<file path="src/rtl/jpeg_pkg.sv">
// rtl/jpeg_pkg.sv - shared JPEG pipeline constants, coefficient type and zigzag table
//
// Purpose: constants shared by the zigzag reorder buffer and its bank sub-module.
//   COEF_W_DEFAULT : default quantized coefficient width (two's complement)
//   BLOCK_N        : coefficients per 8x8 block
//   coef_t         : coefficient type at the default width
//   ZZ             : zigzag position -> raster index lookup
// Optional feature macro used by the buffer: ZIGZAG_LAST_EN.
package jpeg_pkg;

    localparam int COEF_W_DEFAULT = 11;
    localparam int BLOCK_N        = 64;

    typedef logic [COEF_W_DEFAULT-1:0] coef_t;

    // Entry k is the raster index of the k-th coefficient in zigzag order.
    localparam logic [5:0] ZZ [BLOCK_N] = '{
        6'd0,  6'd1,  6'd8,  6'd16, 6'd9,  6'd2,  6'd3,  6'd10,
        6'd17, 6'd24, 6'd32, 6'd25, 6'd18, 6'd11, 6'd4,  6'd5,
        6'd12, 6'd19, 6'd26, 6'd33, 6'd40, 6'd48, 6'd41, 6'd34,
        6'd27, 6'd20, 6'd13, 6'd6,  6'd7,  6'd14, 6'd21, 6'd28,
        6'd35, 6'd42, 6'd49, 6'd56, 6'd57, 6'd50, 6'd43, 6'd36,
        6'd29, 6'd22, 6'd15, 6'd23, 6'd30, 6'd37, 6'd44, 6'd51,
        6'd58, 6'd59, 6'd52, 6'd45, 6'd38, 6'd31, 6'd39, 6'd46,
        6'd53, 6'd60, 6'd61, 6'd54, 6'd47, 6'd55, 6'd62, 6'd63
    };

    function automatic logic [5:0] zz_addr(input logic [5:0] idx);
        return ZZ[idx];
    endfunction

endpackage

</file>
<file path="src/rtl/zigzag_buffer_if.sv">
// rtl/zigzag_buffer_if.sv - coefficient stream interface for the zigzag reorder buffer
//
// Purpose: bundles the upstream (raster) and downstream (zigzag) handshakes.
//   ena_in   : upstream coefficient valid (every high cycle is a transfer)
//   rdy_out  : buffer can accept a coefficient this cycle
//   in       : raster-order coefficient
//   ena_out  : output coefficient valid (every high cycle is a transfer)
//   rdy_in   : downstream ready
//   out      : zigzag-order coefficient
//   last_out : end-of-block marker, present only with ZIGZAG_LAST_EN
// Modports: master = pipeline side driving the buffer, slave = the buffer.
interface zigzag_buffer_if
    import jpeg_pkg::*;
#(
    parameter int COEF_W = COEF_W_DEFAULT
);

    logic              ena_in;
    logic              rdy_out;
    logic [COEF_W-1:0] in;
    logic              ena_out;
    logic              rdy_in;
    logic [COEF_W-1:0] out;
`ifdef ZIGZAG_LAST_EN
    logic              last_out;

    modport master (
        output ena_in, in, rdy_in,
        input  rdy_out, ena_out, out, last_out
    );

    modport slave (
        input  ena_in, in, rdy_in,
        output rdy_out, ena_out, out, last_out
    );
`else
    modport master (
        output ena_in, in, rdy_in,
        input  rdy_out, ena_out, out
    );

    modport slave (
        input  ena_in, in, rdy_in,
        output rdy_out, ena_out, out
    );
`endif

endinterface

</file>
<file path="src/rtl/zigzag_bank.sv">
// rtl/zigzag_bank.sv - one 64 x COEF_W coefficient bank, sync write / async read
//
// Purpose: storage for one 8x8 block; contents are never reset.
//   clk     : clock
//   we_i    : write enable
//   waddr_i : write address (raster index)
//   wdata_i : write data
//   raddr_i : read address (raster index from the zigzag lookup)
//   rdata_o : combinational read data
module zigzag_bank
    import jpeg_pkg::*;
#(
    parameter int COEF_W = COEF_W_DEFAULT
) (
    input  logic              clk,
    input  logic              we_i,
    input  logic [5:0]        waddr_i,
    input  logic [COEF_W-1:0] wdata_i,
    input  logic [5:0]        raddr_i,
    output logic [COEF_W-1:0] rdata_o
);

    logic [COEF_W-1:0] mem_q [BLOCK_N];

    always_ff @(posedge clk) begin
        if (we_i) begin
            mem_q[waddr_i] <= wdata_i;
        end
    end

    assign rdata_o = mem_q[raddr_i];

endmodule

</file>
<file path="src/rtl/zigzag_buffer.sv">
// rtl/zigzag_buffer.sv - double-banked raster-to-zigzag reorder buffer for 8x8 blocks
//
// Purpose: accepts 64 raster-order coefficients per block and re-emits them in
// JPEG zigzag order; one bank fills while the other drains.
//   clk : clock
//   rst : synchronous active-high reset (flags, indices, bank selects)
//   bus : zigzag_buffer_if.slave (ena_in/rdy_out/in upstream,
//         ena_out/rdy_in/out downstream, last_out with ZIGZAG_LAST_EN)
// Optional feature macro: ZIGZAG_LAST_EN adds last_out = ena_out && rd_idx==63.
module zigzag_buffer
    import jpeg_pkg::*;
#(
    parameter int COEF_W = COEF_W_DEFAULT
) (
    input  logic           clk,
    input  logic           rst,
    zigzag_buffer_if.slave bus
);

    logic [1:0] full_q, full_d;
    logic       wr_bank_q, wr_bank_d;
    logic [5:0] wr_idx_q, wr_idx_d;
    logic       rd_bank_q, rd_bank_d;
    logic [5:0] rd_idx_q, rd_idx_d;

    logic       rdy_out;
    logic       ena_out;
    logic       wr_fire;
    logic       wr_last;
    logic       rd_last;
    logic [5:0] rd_addr;

    logic [COEF_W-1:0] rd_data [2];

    // The handshake is ena-only: the producer promises to assert ena only when
    // rdy is high. Gating the write with rdy_out makes a violating write a no-op.
    assign rdy_out = !full_q[wr_bank_q] && !rst;
    assign ena_out = bus.rdy_in && full_q[rd_bank_q] && !rst;
    assign wr_fire = bus.ena_in && rdy_out;
    assign wr_last = wr_fire && (wr_idx_q == 6'd63);
    assign rd_last = ena_out && (rd_idx_q == 6'd63);
    assign rd_addr = zz_addr(rd_idx_q);

    always_comb begin
        full_d    = full_q;
        wr_bank_d = wr_bank_q;
        wr_idx_d  = wr_idx_q;
        rd_bank_d = rd_bank_q;
        rd_idx_d  = rd_idx_q;

        if (wr_fire) begin
            wr_idx_d = wr_idx_q + 6'd1;
        end
        if (ena_out) begin
            rd_idx_d = rd_idx_q + 6'd1;
        end

        // A completing write targets an empty bank and a completing read a full
        // one, so the two flag updates never hit the same bank.
        if (rd_last) begin
            full_d[rd_bank_q] = 1'b0;
            rd_bank_d         = ~rd_bank_q;
        end
        if (wr_last) begin
            full_d[wr_bank_q] = 1'b1;
            wr_bank_d         = ~wr_bank_q;
        end
    end

    always_ff @(posedge clk) begin
        if (rst) begin
            full_q    <= 2'b00;
            wr_bank_q <= 1'b0;
            wr_idx_q  <= 6'd0;
            rd_bank_q <= 1'b0;
            rd_idx_q  <= 6'd0;
        end else begin
            full_q    <= full_d;
            wr_bank_q <= wr_bank_d;
            wr_idx_q  <= wr_idx_d;
            rd_bank_q <= rd_bank_d;
            rd_idx_q  <= rd_idx_d;
        end
    end

    for (genvar b = 0; b < 2; b++) begin : g_bank
        zigzag_bank #(
            .COEF_W (COEF_W)
        ) u_bank (
            .clk     (clk),
            .we_i    (wr_fire && (wr_bank_q == 1'(b))),
            .waddr_i (wr_idx_q),
            .wdata_i (bus.in),
            .raddr_i (rd_addr),
            .rdata_o (rd_data[b])
        );
    end

    assign bus.rdy_out = rdy_out;
    assign bus.ena_out = ena_out;
    assign bus.out     = rd_data[rd_bank_q];
`ifdef ZIGZAG_LAST_EN
    assign bus.last_out = ena_out && (rd_idx_q == 6'd63);
`endif

    always_ff @(posedge clk) begin
        if (!rst) begin
            assert (!(bus.ena_in && !rdy_out));
        end
    end

endmodule
</file>
<file path="src/flat_wrapper.sv">
// flat-port wrapper written by rule: the top's interface ports become plain ports
module zigzag_buffer_flat import jpeg_pkg::*;
#(
    parameter int COEF_W = COEF_W_DEFAULT
)
  (clk, rst, bus_ena_in, bus_in, bus_rdy_in, bus_rdy_out, bus_ena_out, bus_out);
  zigzag_buffer_if #(.COEF_W(COEF_W)) bus_i ();
  input  logic clk;
  input  logic rst;
  input wire logic [$bits(bus_i.ena_in)-1:0] bus_ena_in;
  input wire logic [$bits(bus_i.in)-1:0] bus_in;
  input wire logic [$bits(bus_i.rdy_in)-1:0] bus_rdy_in;
  output wire logic [$bits(bus_i.rdy_out)-1:0] bus_rdy_out;
  output wire logic [$bits(bus_i.ena_out)-1:0] bus_ena_out;
  output wire logic [$bits(bus_i.out)-1:0] bus_out;
  assign bus_i.ena_in = bus_ena_in;
  assign bus_i.in = bus_in;
  assign bus_i.rdy_in = bus_rdy_in;
  assign bus_rdy_out = bus_i.rdy_out;
  assign bus_ena_out = bus_i.ena_out;
  assign bus_out = bus_i.out;
  zigzag_buffer #(.COEF_W(COEF_W)) u_core (.clk(clk), .rst(rst), .bus(bus_i));
endmodule
</file>
<file path="config.mk">
export PLATFORM = sky130hd
export DESIGN_NAME = zigzag_buffer_flat
export DESIGN_NICKNAME = d
export VERILOG_FILES = /design/src/rtl/jpeg_pkg.sv /design/src/rtl/zigzag_buffer_if.sv /design/src/rtl/zigzag_bank.sv /design/src/rtl/zigzag_buffer.sv /design/src/flat_wrapper.sv
export SDC_FILE = /design/constraint.sdc
export NUM_CORES = 2
export LEC_CHECK = 0
export ABC_AREA = 1
export CORE_AREA = 5 5 383 385
export DETAILED_ROUTE_END_ITERATION = 8
export DIE_AREA = 0 0 388 390
export PLACE_DENSITY_LB_ADDON = 0.3
export SKIP_CTS_REPAIR_TIMING = 1
export SLEW_MARGIN = 20
export SYNTH_ARGS = -nofsm -noshare
export SYNTH_HDL_FRONTEND = slang
export SYNTH_SLANG_ARGS = --single-unit
</file>
<file path="constraint.sdc">
create_clock -name clk -period 4.6 [get_ports clk]
set_input_delay 0.92 -clock clk [delete_from_list [all_inputs] [get_ports clk]]
set_output_delay 0.92 -clock clk [all_outputs]
set_load 0.05 [all_outputs]
</file>
==> ci_impl_report.md <==
### Metrics collected by this job

| Metric | Value |
|---|---|
| Startpoint Class | `flip-flop` |
| Max-Cap Viols | `0` |
| Post-synth top cells | `edfxtp_1, nand3_1, nand2_1` |
| CP Cell Sequence | `inv_2 -> buf_8 -> ha_4 -> or2_1 -> o21ai_2 -> nand3_2 -> nand2_8 -> buf_12 -> buf_16 -> buf_8 -> clkbuf_16 -> nand3_1 -> nand3_1 -> nand3_1 -> nand3_1 -> nand3_1 -> nand2_1 -> nand2_1 -> nand2_4 -> buf_12` |
| Critical path fanouts, max | `9` |
| Met2 global-route usage | `0.375` |
| # Cells Yosys | `a little under 6000` |
| Number of global-route vias before repair | `~42000` |
| Post-DRT Antenna Nets | `0` |
| Final std cells w/o fill | `slightly above 8000` |
| ClkCell Share | `0.0584` |
| Sum Neg Setup Slack | `-2.66 ns` |
| Hold_ws | `0.494 ns` |
| CP Class | `reg2out` |
| Leakage | `~30 nW` |
| Combinational power | `about 450 uW` |
| Crit path max-delay cell type | `dfxtp_2` |
| Final Max Tran Viols | `0` |
| Logic cell area | `17900 um2` |
| FP Rows | `139` |
| Crit-path max cell delay | `about 0.35 ns` |
| Sequential cell power | `14.3 mW` |
| Grt ovf | `0` |
| Sequential area share after synthesis | `0.668` |
| Core utilization at floorplan | `0.447` |
| Placed Area | `approximately 68000 um2` |
| Largest register FFs | `between 1000 and 1500` |
| Combinational Power Share | `0.017` |
| Hold Vio Cnt, Final | `0` |
| Post-DP HPWL | `roughly 110000 um` |
| Max power group | `sequential cells` |
| Finished Core Util | `0.537` |
| Hold_sp | `u_core.full_q[0]` |
| Internal | `around 21 mW` |
| Clk power | `11.4 mW` |
| WL met3 | `20900 um` |
| Most common cell on crit path | `nand3_1` |
| WL met2 | `~94000 um` |
| Post-route cell area | `76600 um2` |
| Count of flip-flops and latches | `~1400` |
| Non-clock buffer count | `460` |
| DRC | `0` |
| Worst hold stages | `2` |
| Max Clk Rate | `205 MHz` |
| Status | `complete, but fails checks` |
| Top Layout Cells | `edfxtp_1, nand3_1, nand2_1` |
| Switching part of the total power | `0.206` |
| Worst setup path endpoint | `bus_out[8]` |
| Gate Count Post-Synth | `5847` |
| Clock Tree Buf Depth | `3` |
| Worst slack, placed | `-0.119 ns` |
| DRT Pass-1 Iters | `7` |
| Actual slew at the worst max-slew pin | `1.17 ns` |
| FF/Latch Area | `~43000 um2` |
| CTS tree | `yes` |
| First-pass GRT wire length | `271000 um` |
| DR vias/cell | `approximately 5.7` |
| Die area | `151000 um2` |
| Layer with the highest usage | `met2` |
| Root Buffer Master | `clkbuf_16` |
| Yosys warnings | `0` |
| YS chip area | `63800 um2` |
| Setup WS post-layout | `-0.284 ns` |
| Leading cell category by total area | `sequential cells` |
| Reg2Reg Depth | `10` |
| Core box area | `~140000 um2` |
| Top cell type's share of synthesized area | `0.663` |
| Worst path bufs/invs | `7` |
| RSZ-0062 raised after global routing | `yes` |
| Final #Nets | `6111` |
| Total power | `around 26 mW` |
| CP Data Arrival Time | `3.96 ns` |
| Initial antenna violation count | `3` |
| Ports | `28` |
| Final setup fails | `11` |
| XOR Share, Synth | `0` |
| Clock power frac | `0.436` |
| Hold WC Path Type | `reg2reg` |
| Max VDD drop | `~0.37 mV` |
| Failing checks | `setup timing` |
| Starting DRT DRC Count | `approximately 6300` |
| GRT Util Overall | `0.235` |
| Compound Share, Synth | `0.00879` |
| Yosys cell types | `32` |
| Clock sinks | `~1400` |
| Synth top area cells | `edfxtp_1, nand3_1, nand2_1, nand3b_1, inv_1` |
| DR top layer | `met5` |
| Top-count cell post-synth | `edfxtp_1` |
| Post-synth ARST share | `0` |
| Regs by FF count | `u_core.g_bank.u_bank.mem_q (1408), u_core.rd_idx_q (6), u_core.wr_idx_q (6)` |
| Instance count on the critical path | `20` |
| Post-synth top area cell | `edfxtp_1` |
registers.png
The bar under the picture is 100 um long. Other sequential cells in the stronger gray, the rest of the logic in the fainter gray.
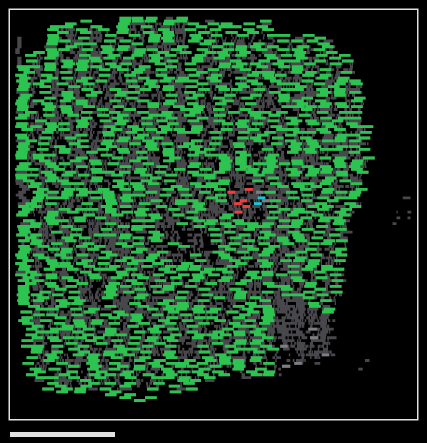
Key: green = u_core.g_bank.u_bank.mem_q [flops 1408, where widely spread]; red = u_core.wr_idx_q [flops 6, where center]; cyan = u_core.full_q [flops 2]
Another 8 sequential cells are not colored.

met1.png
The bar under the picture is 100 um long.
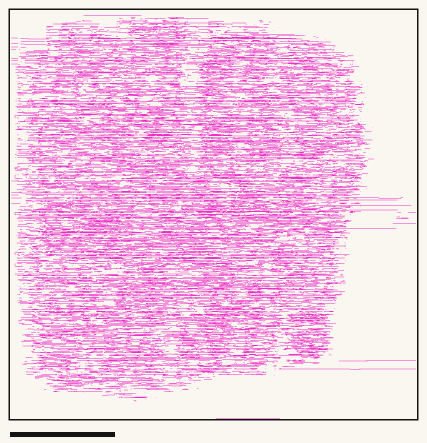
The layer carries 80.9 mm of wire. The layer holds 40% of the routed length.
DR vias: 45908
final wirelength: 203000 um
grt met1 use: 0.331

pins.png
The bar under the picture is 100 um long. Pins as bars across the die edge, other pins in gray.
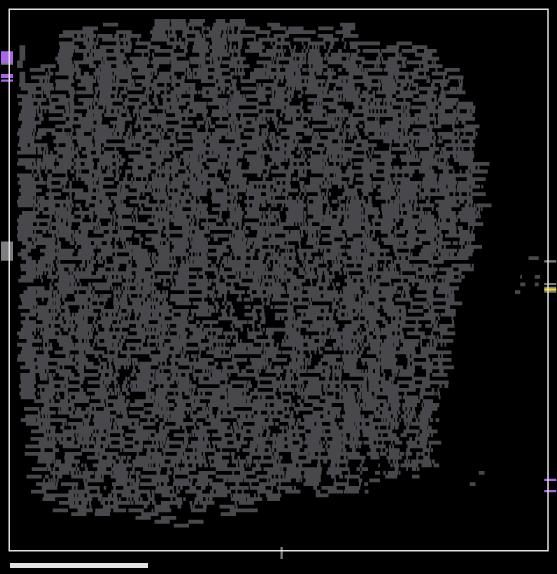
Key: purple = bus_in [pins 11, direction input, edge 9 left, 2 right]; yellow = bus_ena_in [pins 1, direction input, edge right]
All pins by edge: 20 left, 7 right, 1 bottom.
PortBufs: 27
Die W: 388 um
Die Ht: 390 um

final_clocks.png
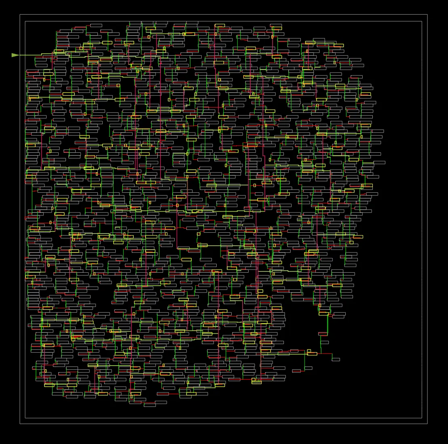
worst skew pair latency: 0.78 ns
CTS buffer count: 148

No activity file was given, so power comes from the tool's default toggle rates.
